run_1/layer_met1.png
Bar = 10 um.
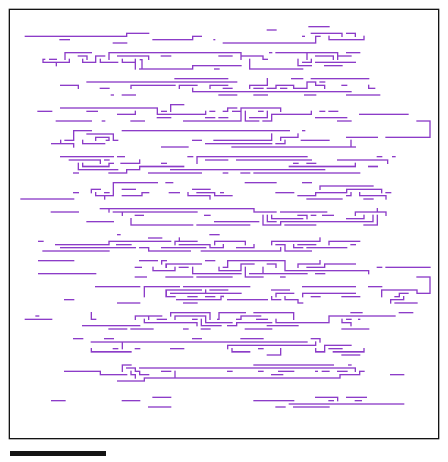
run_1/layer_met2.png
Bar = 10 um.
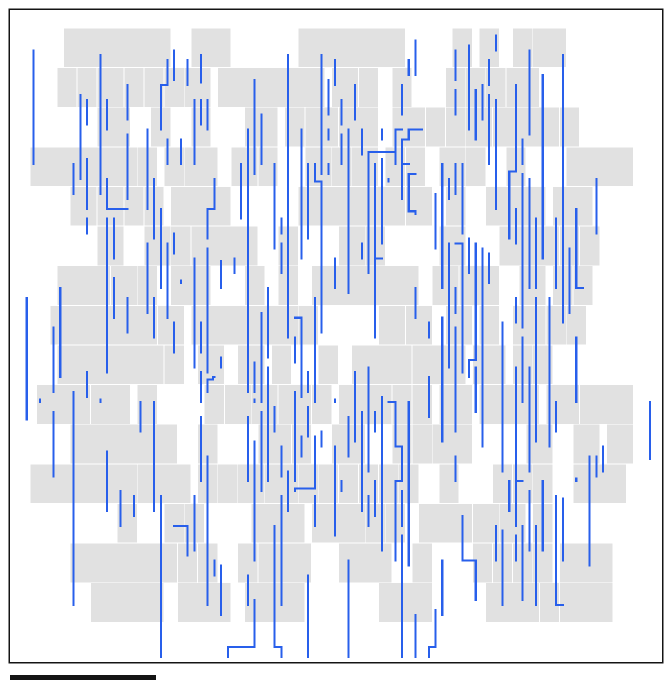
run_1/layer_met3.png
Bar = 10 um.
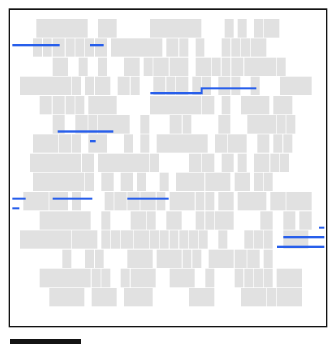
run_1/cell_density.png
The die is cut into 9 by 9 equal tiles; white is low, dark blue is high, 0 to 100% covered.
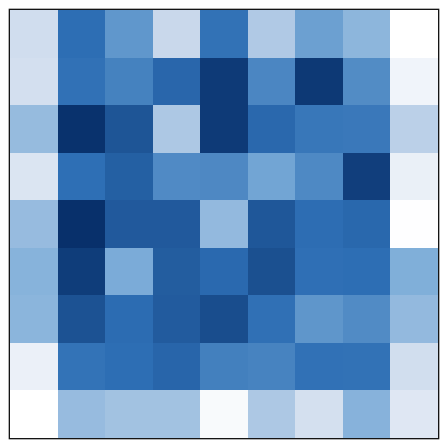
<file path="src/rtl/irrigation_valve_fsm.sv">
// ---------------------------------------------------------------------------
// irrigation_valve_fsm
//
// Decides when the irrigation valve opens and closes, based on the 3-bit
// saturating dryness level (0 = wet, 7 = driest). Evaluation happens on a slow
// time-base strobe (tick). Provides:
//   - a confirmation filter before opening (CONFIRM_TICKS qualifying ticks)
//   - a minimum on-time (MIN_ON_TICKS) with hysteresis between OFF/ON levels
//   - a maximum on-time watchdog that latches FAULT (MAX_ON_TICKS)
//   - a post-watering soak period that ignores the level (SOAK_TICKS)
//
// Ports
//   clock        in   1  system clock, rising edge
//   reset        in   1  synchronous, active-high
//   level        in   3  dryness level
//   tick         in   1  one-cycle time-base strobe
//   enable       in   1  system enable; 0 forces IDLE (except from FAULT)
//   clear_fault  in   1  leaves FAULT
//   valve        out  1  1 = valve open (state == WATER)
//   fault        out  1  1 while state == FAULT
//   water_done   out  1  one-cycle pulse on the cycle after WATER->SOAK
//   state        out  3  IDLE=0 CONFIRM=1 WATER=2 SOAK=3 FAULT=4
//
// All outputs come from registers (state register, water_done flop); there is
// no combinational path from any input to any output.
// ---------------------------------------------------------------------------
module irrigation_valve_fsm #(
    parameter int ON_LEVEL      = 5,
    parameter int OFF_LEVEL     = 2,
    parameter int CONFIRM_TICKS = 3,
    parameter int MIN_ON_TICKS  = 4,
    parameter int MAX_ON_TICKS  = 20,
    parameter int SOAK_TICKS    = 6,
    parameter int TIMER_W       = 8
) (
    input  logic       clock,
    input  logic       reset,
    input  logic [2:0] level,
    input  logic       tick,
    input  logic       enable,
    input  logic       clear_fault,
    output logic       valve,
    output logic       fault,
    output logic       water_done,
    output logic [2:0] state
);

    typedef enum logic [2:0] {
        IDLE    = 3'd0,
        CONFIRM = 3'd1,
        WATER   = 3'd2,
        SOAK    = 3'd3,
        FAULT   = 3'd4
    } state_t;

    localparam logic [2:0]         ON_LVL   = 3'(ON_LEVEL);
    localparam logic [2:0]         OFF_LVL  = 3'(OFF_LEVEL);
    localparam logic [TIMER_W-1:0] CONF_T   = TIMER_W'(CONFIRM_TICKS);
    localparam logic [TIMER_W-1:0] MIN_T    = TIMER_W'(MIN_ON_TICKS);
    localparam logic [TIMER_W-1:0] MAX_T    = TIMER_W'(MAX_ON_TICKS);
    localparam logic [TIMER_W-1:0] SOAK_T   = TIMER_W'(SOAK_TICKS);

    state_t               state_q, state_d;
    logic [TIMER_W-1:0]   timer_q, timer_d;
    logic                 done_q, done_d;
    logic [TIMER_W-1:0]   timer_inc;

    // Every state that advances its timer on a tick uses timer+1; the parameter
    // limits guarantee it never wraps.
    assign timer_inc = timer_q + TIMER_W'(1);

    always_ff @(posedge clock) begin
        if (reset) begin
            state_q <= IDLE;
            timer_q <= '0;
            done_q  <= 1'b0;
        end else begin
            state_q <= state_d;
            timer_q <= timer_d;
            done_q  <= done_d;
        end
    end

    always_comb begin
        state_d = state_q;
        timer_d = timer_q;
        done_d  = 1'b0;

        case (state_q)
            FAULT: begin
                // Latched: only clear_fault (or reset) leaves, no tick needed.
                if (clear_fault) begin
                    state_d = IDLE;
                    timer_d = '0;
                end
            end

            IDLE, CONFIRM, WATER, SOAK: begin
                if (!enable) begin
                    // Forced close: immediate, silent (no water_done).
                    state_d = IDLE;
                    timer_d = '0;
                end else if (tick) begin
                    case (state_q)
                        IDLE: begin
                            if (level >= ON_LVL) begin
                                state_d = CONFIRM;
                                timer_d = TIMER_W'(1);
                            end
                        end
                        CONFIRM: begin
                            if (level < ON_LVL) begin
                                state_d = IDLE;
                                timer_d = '0;
                            end else if (timer_inc == CONF_T) begin
                                state_d = WATER;
                                timer_d = '0;
                            end else begin
                                timer_d = timer_inc;
                            end
                        end
                        WATER: begin
                            // Watchdog wins over a normal close on the same tick.
                            if (timer_inc == MAX_T) begin
                                state_d = FAULT;
                                timer_d = '0;
                            end else if (timer_inc >= MIN_T && level <= OFF_LVL) begin
                                state_d = SOAK;
                                timer_d = '0;
                                done_d  = 1'b1;
                            end else begin
                                timer_d = timer_inc;
                            end
                        end
                        SOAK: begin
                            if (timer_inc == SOAK_T) begin
                                state_d = IDLE;
                                timer_d = '0;
                            end else begin
                                timer_d = timer_inc;
                            end
                        end
                        default: begin
                            state_d = IDLE;
                            timer_d = '0;
                        end
                    endcase
                end
            end

            // Unused encodings recover to IDLE.
            default: begin
                state_d = IDLE;
                timer_d = '0;
            end
        endcase
    end

    assign state      = state_q;
    assign valve      = (state_q == WATER);
    assign fault      = (state_q == FAULT);
    assign water_done = done_q;

endmodule

</file>
<file path="config.mk">
export PLATFORM = sky130hd
export DESIGN_NAME = irrigation_valve_fsm
export DESIGN_NICKNAME = d
export VERILOG_FILES = /design/src/rtl/irrigation_valve_fsm.sv
export SDC_FILE = /design/constraint.sdc
export NUM_CORES = 1
export LEC_CHECK = 0
export ABC_AREA = 1
export ABC_CLOCK_PERIOD_IN_PS = 3900
export CAP_MARGIN = 15
export CORE_UTILIZATION = 54
export DETAILED_ROUTE_END_ITERATION = 10
export PLACE_DENSITY = 0.77
export SYNTH_ARGS = -nofsm -noshare
export SYNTH_HDL_FRONTEND = slang
export SYNTH_SLANG_ARGS = --single-unit
</file>
<file path="constraint.sdc">
create_clock -name clock -period 3.9 [get_ports clock]
set_input_delay 0.78 -clock clock [delete_from_list [all_inputs] [get_ports clock]]
set_output_delay 0.78 -clock clock [all_outputs]
set_load 0.1 [all_outputs]
</file>
==> run summary, run 1 <==
flow finished, numbers: status complete, no violations, final hold slack 0.493 ns, total number of vias 1,026, Pwr Density around 560 mW/mm2, share of layout cells above drive strength 1 approximately 15%, GR met2 Demand/Resource a little under two fifths, GRT Max-Usage Layer met2, Finished Cell Area around 0.0012 mm2, Max-Cap Viols 0, initial DRC count 17, number of non-clock buffers 13, Reg2Reg Depth 12, YS chip area a little under 0.001 mm2, Top cells by area dfxtp_1, nand2_1, nand3_1, Worst EP arrival approximately 2.1 ns, GRT Residual Overflow 0, Gate Area 651 um2, Placer Congestion around 0.84, Non-clk invs 26, crit path launch type flop, P&R area growth vs syn 20.2%, Post-synth ARST share 0%, Final Hold Violation Tally 0, worst reg2reg endpoint timer_q[1], CTS H-tree lvls 1, Worst Hold Class flop to flop, hold path cells 2, worst-path maximum fanout 6, Clk. pwr 0.0964 mW, Inserted Clock Buffers 3, global-route wire length before repair roughly 3600 um, register area 240 um2, postcts setup bufs 0, Core Footprint 0.00173 mm2, worst r2r src timer_q[1], Logic power comb 0.407 mW, root buf cell clkbuf_4, Crit-path slowest cell clkdlybuf4s50_1, ys flops 12, total power 0.669 mW, P_sw between 0.3 and 0.4 mW, Post-Route Setup TNS 0 ns, Crit. End Element output port, initial antenna violation count 0, WL met1 1130 um
Back to the opening pictures, layer_met1.png:
main direction: horizontal
share of all routed wire: 52%
nets with wire on the layer: 171

Back to the opening pictures, layer_met2.png:
main direction: vertical
share of all routed wire: 44%
nets with wire on the layer: 153
wire length on this layer: 957 um

Back to the opening pictures, layer_met3.png:
longest straight run: 7.60 um
wire length on this layer: 56.7 um
GR met3 Demand/Resource: 2.80%
drt total wl: 2180 um

Back to the opening pictures, cell_density.png:
tiles over 75% full: 32%
fullest tile: 100%
densest ninth of the die: middle
mean over tiles: 58%
nearly empty tiles: 3.7%

run_1/congestion.png
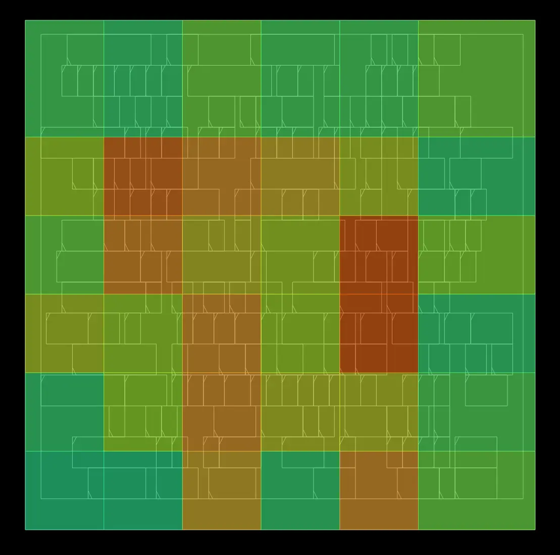

==> run 2: changes to the inputs <==
Settings changed: ABC_CLOCK_PERIOD_IN_PS 3900 to 2900, CORE_UTILIZATION 54 to 53, PLACE_DENSITY 0.77 to 0.76.
Clock period 3.9 ns to 2.9 ns, I/O delays scaled along.
run_2/congestion.png
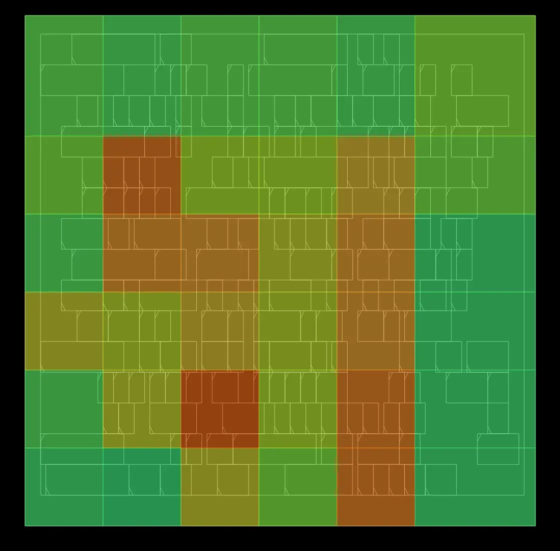
GRT met1 Usage: 35.1%
Final Core Density: 67.6%

==> run summary, run 2 <==
flow finished, numbers: status complete, no violations, hold path cells 2 (unchanged), worst r2r src timer_q[1], initial DRC count 23 (+6), register area 240 um2 (unchanged), total power 0.897 mW (+34%), root buf cell clkbuf_4, WL met1 1070 um (-5.4%), CTS H-tree lvls 1 (unchanged), Final Hold Violation Tally 0 (unchanged), Placer Congestion 0.800 (-4.8%), P_sw 0.493 mW (+35%), postcts setup bufs 0 (unchanged), Inserted Clock Buffers 3 (unchanged), initial antenna violation count 0 (unchanged), global-route wire length before repair 3710 um (+3.5%), Worst Hold Class flop to flop, GR met3 Demand/Resource 2.40% (-0.40 points), worst-path maximum fanout 7 (+1), Gate Area 659 um2 (+1.3%), P&R area growth vs syn 19.5%, Crit-path slowest cell clkdlybuf4s50_1, ys flops 12 (unchanged), Non-clk invs 26 (unchanged), Worst EP arrival 2.31 ns (+0.21 ns), Pwr Density 760 mW/mm2 (+35%), total number of vias 1,024 (-0.19%), drt total wl 2140 um (-1.8%), GRT Max-Usage Layer met2, Post-synth ARST share 0% (unchanged), Crit. End Element flop, Reg2Reg Depth 12 (unchanged), Max-Cap Viols 0 (unchanged)
run_2/layer_met2.png
Bar = 10 um.
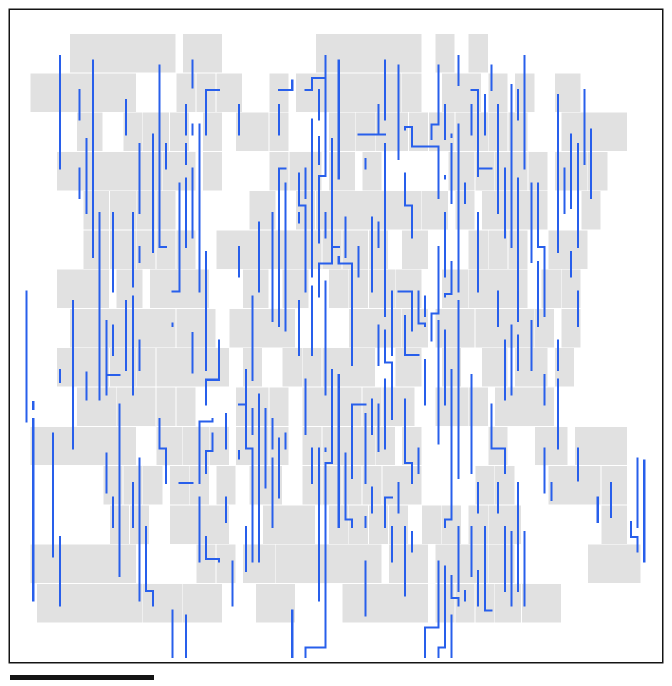

==> run 3: changes to the inputs <==
Settings changed: ABC_CLOCK_PERIOD_IN_PS 2900 to 2200.
Clock period 2.9 ns to 2.2 ns, I/O delays scaled along.
run_3/layer_met2.png
Bar = 10 um.
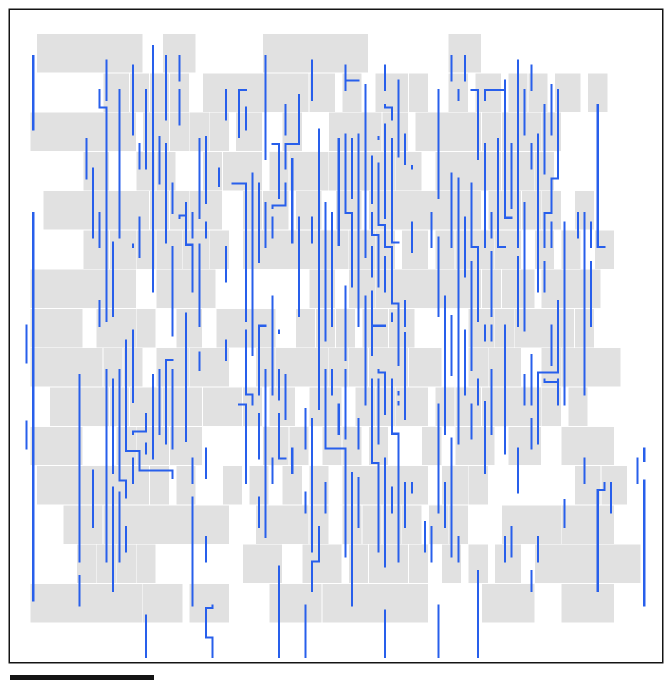
main direction: vertical
longest straight run: 26.9 um
share of all routed wire: 45%
nets with wire on the layer: 156

==> run summary, run 3 <==
flow finished, numbers: initial antenna violation count 0 (unchanged), total number of vias 1,056 (+3.1%), Placer Congestion 0.876 (+9.5%), worst r2r src timer_q[0], Avg Cell Area, Syn around 6.1 um2, Top cells by area dfxtp_1, nand2_1, nand3_1, setup ws final between 0.15 and 0.2 ns, tool warnings 28, GRT Max-Usage Layer met2, Hold Startpoint timer_q[7], TritonCTS clock tree built, Worst EP arrival 2.18 ns (-0.13 ns), Worst Hold Class flop to flop, Logic power comb 0.793 mW, Starting Density 56.6%, die width about 45 um, antenna viol nets, final 0, postcts setup bufs 0 (unchanged), global-route wire length before repair 3660 um (-1.5%), tapcell count 25, Pwr Density 1010 mW/mm2 (+33%), Max-Cap Viols 0 (unchanged), Final Hold Violation Tally 0 (unchanged), status complete, no violations, Gate Area 674 um2 (+2.3%), initial DRC count 30 (+30%), root buf cell clkbuf_4, WL met1 1170 um (+8.9%), Crit. End Element flop, drt total wl 2380 um (+12%), P&R area growth vs syn 28.1%, Inserted Clock Buffers 3 (unchanged), Post-synth ARST share 0% (unchanged), total power 1.27 mW (+42%), GR met3 Demand/Resource 4.00% (+1.6 points), DR WL/cell about 11 um, Crit-path slowest cell dfxtp_2, ys flops 12 (unchanged), worst-path maximum fanout 6 (-1), CTS H-tree lvls 1 (unchanged), GRT Residual Overflow 0, P_sw 0.677 mW (+37%), Sink Count 12, hold path cells 2 (unchanged), worst reg2reg endpoint timer_q[1], Non-clk invs 26 (unchanged), Final Core Density 72.5% (+4.9 points), GRT met1 Usage 34.9% (-0.26 points)
No activity file was given, so power comes from the tool's default toggle rates.
